**Routing congestion**

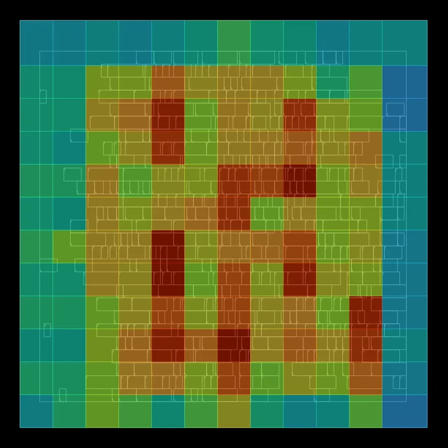
**Signal wires on met4**

(3 px per um)
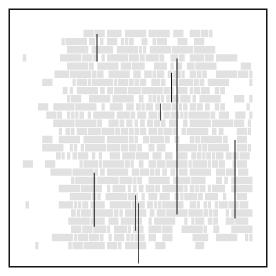
**M3 wires**

(3 px per um)
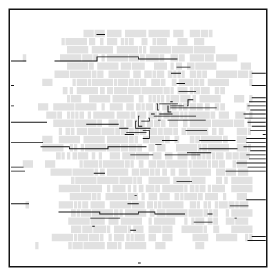
**M1 wires**

(4 px per um)
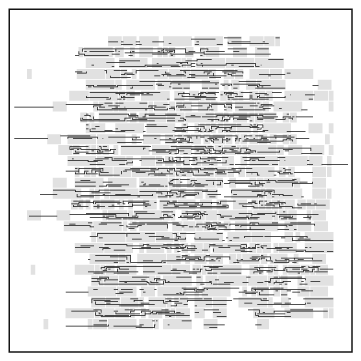
**The metal 2 layer**

(6 px per um)
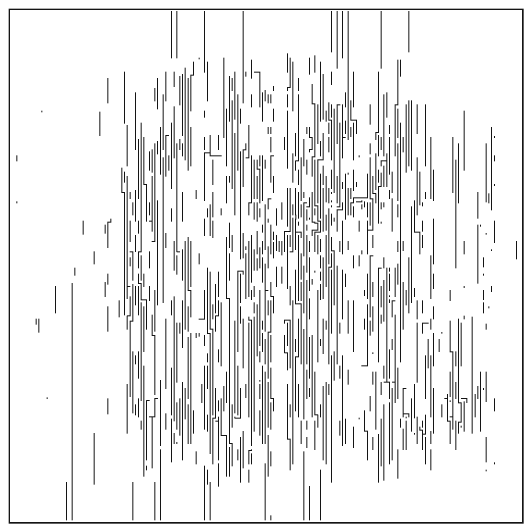
===== src/rtl/hl2_hdecimate.sv =====
`default_nettype none
// ============================================================================
// Module      : hl2_hdecimate
// Description : Horizontal [1 2 1]/4 low-pass filter with 2:1 decimation on a
//               raster-order 16-bit pixel token stream (actor-style ports).
//               Left edge of every row replicates p[0] as p[-1].
// Revision    : 1.0 - initial release
// ============================================================================
module hl2_hdecimate #(
    parameter int IMG_WIDTH = 512,
    parameter int COL_BITS  = 9
) (
    input  logic        CLK,
    input  logic        RESET,
    input  logic [15:0] In1_DATA,
    input  logic        In1_SEND,
    input  logic [15:0] In1_COUNT,
    output logic        In1_ACK,
    output logic [15:0] Out1_DATA,
    output logic        Out1_SEND,
    input  logic        Out1_RDY,
    input  logic        Out1_ACK,
    output logic [15:0] Out1_COUNT
);

    // Phase of the next incoming token within its even/odd pixel pair.
    localparam logic [0:0]          c_ST_EVEN  = 1'b0;
    localparam logic [0:0]          c_ST_ODD   = 1'b1;
    localparam logic [COL_BITS-1:0] c_COL_LAST = COL_BITS'(IMG_WIDTH - 1);
    localparam logic [COL_BITS-1:0] c_COL_ONE  = COL_BITS'(1);

    logic [0:0]          r_state;
    logic [COL_BITS-1:0] r_col;
    logic [15:0]         r_prev_odd;
    logic [15:0]         r_cur_even;
    logic                r_pend;
    logic [15:0]         r_out;

    logic [0:0]          w_state_nxt;
    logic [COL_BITS-1:0] w_col_nxt;
    logic [15:0]         w_prev_odd_nxt;
    logic [15:0]         w_cur_even_nxt;
    logic                w_pend_nxt;
    logic [15:0]         w_out_nxt;

    logic                w_send;
    logic                w_ack;
    logic [15:0]         w_filt;
    logic [1:0]          w_unused_frac;
    logic                w_unused_inputs;

    // COUNT and downstream ACK carry no information for this actor.
    assign w_unused_inputs = ^{In1_COUNT, Out1_ACK};

    // A held result can leave in the same cycle a new odd token is accepted,
    // so input is blocked only while a result is stuck behind Out1_RDY=0.
    assign w_send = r_pend & Out1_RDY;
    assign w_ack  = In1_SEND & (~r_pend | w_send) & ~RESET;

    // 18-bit sum with rounding; the max (4*0xFFFF+2) fits, so bits [17:2] never wrap.
    assign {w_filt, w_unused_frac} = {2'b00, r_prev_odd}
                                   + {1'b0, r_cur_even, 1'b0}
                                   + {2'b00, In1_DATA}
                                   + 18'd2;

    assign In1_ACK    = w_ack;
    assign Out1_SEND  = w_send;
    assign Out1_DATA  = r_out;
    assign Out1_COUNT = 16'h0001;

    // Next-state logic: one consumed token advances the even/odd pair FSM.
    always_comb begin
        w_state_nxt    = r_state;
        w_col_nxt      = r_col;
        w_prev_odd_nxt = r_prev_odd;
        w_cur_even_nxt = r_cur_even;
        w_pend_nxt     = r_pend;
        w_out_nxt      = r_out;

        if (w_send) begin
            w_pend_nxt = 1'b0;
        end

        if (w_ack) begin
            if (r_state == c_ST_EVEN) begin
                w_cur_even_nxt = In1_DATA;
                // Column 0 supplies its own left neighbour.
                if (r_col == '0) begin
                    w_prev_odd_nxt = In1_DATA;
                end
                w_col_nxt   = r_col + c_COL_ONE;
                w_state_nxt = c_ST_ODD;
            end else begin
                w_out_nxt      = w_filt;
                w_pend_nxt     = 1'b1;
                w_prev_odd_nxt = In1_DATA;
                w_col_nxt      = (r_col == c_COL_LAST) ? '0 : (r_col + c_COL_ONE);
                w_state_nxt    = c_ST_EVEN;
            end
        end
    end

    // State register; reset discards any partial row and pending result.
    always_ff @(posedge CLK) begin
        if (RESET) begin
            r_state    <= c_ST_EVEN;
            r_col      <= '0;
            r_prev_odd <= '0;
            r_cur_even <= '0;
            r_pend     <= 1'b0;
            r_out      <= '0;
        end else begin
            r_state    <= w_state_nxt;
            r_col      <= w_col_nxt;
            r_prev_odd <= w_prev_odd_nxt;
            r_cur_even <= w_cur_even_nxt;
            r_pend     <= w_pend_nxt;
            r_out      <= w_out_nxt;
        end
    end

endmodule
`default_nettype wire

===== config.mk =====
export PLATFORM = sky130hd
export DESIGN_NAME = hl2_hdecimate
export DESIGN_NICKNAME = d
export VERILOG_FILES = /design/src/rtl/hl2_hdecimate.sv
export SDC_FILE = /design/constraint.sdc
export NUM_CORES = 1
export LEC_CHECK = 0
export CAP_MARGIN = 20
export CORE_MARGIN = 4
export CORE_UTILIZATION = 57
export CTS_BUF_LIST = sky130_fd_sc_hd__clkbuf_4 sky130_fd_sc_hd__clkbuf_8
export DETAILED_ROUTE_END_ITERATION = 16
export PLACE_DENSITY = 0.95
export SLEW_MARGIN = 25
export SYNTH_ARGS = -nofsm -noshare
export SYNTH_HDL_FRONTEND = slang
export SYNTH_SLANG_ARGS = --single-unit

===== constraint.sdc =====
create_clock -name CLK -period 7.8 [get_ports CLK]
set_input_delay 1.56 -clock CLK [delete_from_list [all_inputs] [get_ports CLK]]
set_output_delay 1.56 -clock CLK [all_outputs]
set_load 0.005 [all_outputs]

==> flow_results.xml <==
<?xml version="1.0" encoding="UTF-8"?>
<metrics>
  <group name="sta">
    <metric name="fmaxAchievable" unit="MHz">214</metric>
    <metric name="finalWorstSetupSlack" unit="ns">3.12</metric>
    <metric name="timing.final.crit_share" unit="%">59.9</metric>
    <metric name="final_clock_skew" unit="ns">0.0105</metric>
    <metric name="number_of_slew_limit_violations_in_the_final_report" unit="">0</metric>
    <metric name="setup_viol" unit="">0</metric>
    <metric name="tightest_slew" unit="ns">1.02</metric>
    <metric name="timing.slew.headroom" unit="%">31.5</metric>
    <metric name="setup_repair_after_global_routing_missed_its_margin" unit="">no</metric>
    <metric name="hold_viol_final" unit="">0</metric>
    <metric name="layout_min_cycle_time" unit="ns">4.68</metric>
    <metric name="final.setup.tns" unit="ns">0</metric>
  </group>
  <group name="floorplanning">
    <metric name="core_area" unit="um^2">5640</metric>
    <metric name="design.die.area" unit="um^2">7280</metric>
    <metric name="die_x" unit="um">85.3</metric>
    <metric name="floorplan.initialDensity" unit="%">60.4</metric>
    <metric name="row_count" unit="">27</metric>
    <metric name="die_h" unit="um">85.3</metric>
    <metric name="design.portCount" unit="">71</metric>
  </group>
  <group name="yosys">
    <metric name="yosysWarnings" unit="">0</metric>
    <metric name="asyncSetResetFlopFracSynth" unit="%">0</metric>
    <metric name="count_of_library_flops_with_an_enable_pin" unit="">0</metric>
    <metric name="syn_inst" unit="">392</metric>
    <metric name="yosys.stat.seqShare" unit="%">34.6</metric>
    <metric name="synth.top_cells.by_area" unit="">dfxtp_1 35%, fa_1 8.2%, ha_1 7.3%, nand2_1 5.5%, mux2i_1 5.3%</metric>
    <metric name="flop_cell" unit="">dfxtp_1</metric>
    <metric name="top_cell_area_share" unit="%">34.6</metric>
    <metric name="post_synth.cell_area_avg" unit="um^2">8.70</metric>
    <metric name="yosys.cell_types.count" unit="">45</metric>
    <metric name="yosysTopAreaCell" unit="">dfxtp_1</metric>
    <metric name="netlist_top_cells_count" unit="">59 x dfxtp_1, 50 x nand2_1, 34 x nor2_1, 32 x o21ai_0, 21 x a21oi_1</metric>
    <metric name="yosysCellCount" unit="">392</metric>
    <metric name="synth_top_cell_by_count" unit="">dfxtp_1</metric>
    <metric name="netlist_area" unit="um^2">3410</metric>
    <metric name="ys_chip_area" unit="um^2">3410</metric>
    <metric name="yosys_register_bits" unit="">59</metric>
  </group>
  <group name="finish">
    <metric name="insertedDiodeCount" unit="">0</metric>
    <metric name="fin_area" unit="um^2">3930</metric>
    <metric name="flop_area" unit="um^2">1180</metric>
    <metric name="final.fill_count" unit="">414</metric>
    <metric name="area_taken_by_multi_input_logic_gates" unit="um^2">2040</metric>
    <metric name="nets" unit="">493</metric>
    <metric name="synthToLayoutAreaGrowth" unit="%">15.2</metric>
    <metric name="drive_above_1_share" unit="%">6.34</metric>
  </group>
  <group name="critical_path">
    <metric name="timing.critical_path.required" unit="ns">6.24</metric>
    <metric name="worstPathMaxFanout" unit="">27</metric>
    <metric name="end_kind" unit="">primary output</metric>
    <metric name="timing.critical_path.from_type" unit="">primary input</metric>
    <metric name="worstSetupPathType" unit="">in2out</metric>
    <metric name="worst-endpoint-arrival" unit="ns">3.12</metric>
  </group>
  <group name="clock_network">
    <metric name="postCtsResizedCells" unit="">0</metric>
    <metric name="htree_num_levels" unit="">3</metric>
    <metric name="clock.latency.late_pin" unit="ns">0.35</metric>
    <metric name="clockRootBuffer" unit="">clkbuf_8</metric>
    <metric name="cts_post_setup_buffers_inserted" unit="">0</metric>
    <metric name="hold_buffers" unit="">0</metric>
    <metric name="clock_path_buffers" unit="">2</metric>
    <metric name="cts_buffers" unit="">9</metric>
    <metric name="worst_setup_hold_path_clk_slew" unit="ns">0.06</metric>
    <metric name="clock_sink_count" unit="">59</metric>
    <metric name="clock_tree_from_tritoncts" unit="">done</metric>
  </group>
  <group name="placed_design">
    <metric name="number_of_i_o_port_buffers" unit="">37</metric>
    <metric name="place_congestion" unit="">0.922</metric>
    <metric name="pre_cts_ws" unit="ns">3.13</metric>
    <metric name="hpwl" unit="um">5430</metric>
    <metric name="dpl-instance-area" unit="um^2">3750</metric>
  </group>
  <group name="power">
    <metric name="vdd_drop_max" unit="mV">0.119</metric>
    <metric name="leakage" unit="nW">1.64</metric>
    <metric name="cellPowerDensity" unit="nW/um^2">208</metric>
  </group>
  <group name="detailed_routing">
    <metric name="first_pass_iters" unit="">5</metric>
    <metric name="remaining_drc_errors" unit="">0</metric>
    <metric name="detail_route.vias_per_cell" unit="">5.65</metric>
    <metric name="first_iter_violations" unit="">165</metric>
    <metric name="final_antenna_net_count" unit="">0</metric>
  </group>
  <group name="job">
    <metric name="openroad.warnings" unit="">44</metric>
    <metric name="drv_cap" unit="">0</metric>
  </group>
  <group name="global_routing">
    <metric name="grt_start_max_net_pins" unit="">34</metric>
    <metric name="number_of_global_route_vias_before_repair" unit="">2716</metric>
    <metric name="wire_length_of_the_first_global_routing_pass" unit="um">12500</metric>
    <metric name="grt_antenna_before_repair" unit="">0</metric>
    <metric name="grt_remaining_overflow" unit="">0</metric>
  </group>
  <group name="hold_path">
    <metric name="worst_hold_path_type" unit="">reg2reg</metric>
  </group>
  <group name="status">
    <metric name="status" unit="">finished clean</metric>
  </group>
</metrics>
Notes on 'routing congestion' above:
global-route usage over all layers: 21.4%
routed len/inst: 15.0 um
met2 track demand over resource in global routing: 34.9%
gr busiest metal: met2
global routing met1 resource utilization: 26.2%

Notes on 'signal wires on met4' above:
longest straight run: 51.7 um
main direction: vertical
nets with wire on the layer: 7
share of all routed wire: 2.0%

Notes on 'M3 wires' above:
nets with wire on the layer: 66
longest straight run: 15.2 um
main direction: horizontal
wire length on this layer: 537 um
met3 demand-to-capacity share in global routing: 6.02%
detailed-route wire length: 7490 um

Notes on 'M1 wires' above:
longest straight run: 25.8 um
share of all routed wire: 42%
total vias in the final route: 2815

Notes on 'the metal 2 layer' above:
longest straight run: 39.8 um
nets with wire on the layer: 412
share of all routed wire: 48%
wire length on this layer: 3630 um

==> per-layer routing <==
layer | track usage (%) | share of wire, % | vias to the layer above
li1 | - | - | 1371
met4 | 9.78 | 2.0 | 0
met3 | 6.02 | 7.2 | 20
met5 | 0 | 0 | -
met2 | 34.9 | 48 | 116
met1 | 26.2 | 42 | 1308
==> flip-flops by register name (all words and copies together), names as in the netlist <==
name / count
r_pend: 1
Out1_DATA: 16
r_prev_odd: 16
r_col: 9
r_cur_even: 16
r_state: 1
==> worst max-delay path: stages <==
cell             delay, ns
clkdlybuf4s50_1       0.45
buf_4                 0.29
inv_1                 0.09
and3_1                0.24
clkdlybuf4s50_1       0.46
==> logic make-up (layout without fill, tap and decap cells) <==
kind of cell | after synthesis | after routing | synth area share (%)
compound gates | 80 | 80 | 13.8
other cells | 2 | 16 | 0.220
flops | 59 | 59 | 34.6
xor+xnor | 17 | 17 | 4.37
buf+inv | 45 | 65 | 7.08
fa+ha+maj | 34 | 34 | 15.6
mux | 18 | 18 | 5.28
simple gates | 137 | 137 | 19.1
==> cell type report <==
type	count	share of cell area (%)
Sequential cell	59	30.1
Clock inverter	2	0.255
Timing Repair Buffer	40	10.0
Multi-Input combinational cell	302	52.0
Tap cell	72	2.29
Clock buffer	13	4.39
Inverter	10	0.955
==> through the flow <==
step	utilization (%)	hold slack, ns	instances	power (mW)
2_1_floorplan	-	0.436	406	0.496
3_3_place_gp	66.4	0.448	483	0.547
3_5_place_dp	66.4	0.466	483	0.558
4_1_cts	69.6	0.475	498	0.816
5_1_grt	69.6	0.495	498	0.856
6_report	69.6	0.472	498	0.815
==> power by group <==
part | switching (mW) | leakage (nW) | internal [mW]
Sequential | 0.0154 | 0.482 | 0.323
Clock | 0.115 | 0.0987 | 0.142
Combinational | 0.122 | 1.06 | 0.0977
==> worst paths after layout <==
path	depth (start not counted)	endpoint	startpoint	slack, ns
hold / removal	2	Out1_DATA[7]	Out1_DATA[7]	0.47
setup / recovery	5	In1_ACK	RESET	3.12
setup reg to reg	8	Out1_DATA[8]	r_prev_odd[3]	5.28
hold reg to reg	2	Out1_DATA[7]	Out1_DATA[7]	0.47
==> layout by cell type (no fill, tap or decap), types with 2 or more instances in the layout <==
cell type	instances
nand4_1	3
clkbuf_8	12
dfxtp_1	59
and3_1	6
a31oi_1	7
o21ai_0	32
xor2_1	8
nor3_1	4
a21o_1	6
clkinv_2	2
buf_4	3
nor2_1	34
conb_1	16
fa_1	14
nand2_1	50
o21ai_1	2
inv_1	10
o211ai_1	2
a21oi_1	21
and2_1	4
ha_1	20
clkdlybuf4s50_1	37
a41oi_1	2
nand2b_1	6
mux2i_1	18
a31o_2	2
nand3_1	18
xnor2_1	9
Power is estimated from default activity; no workload was simulated.
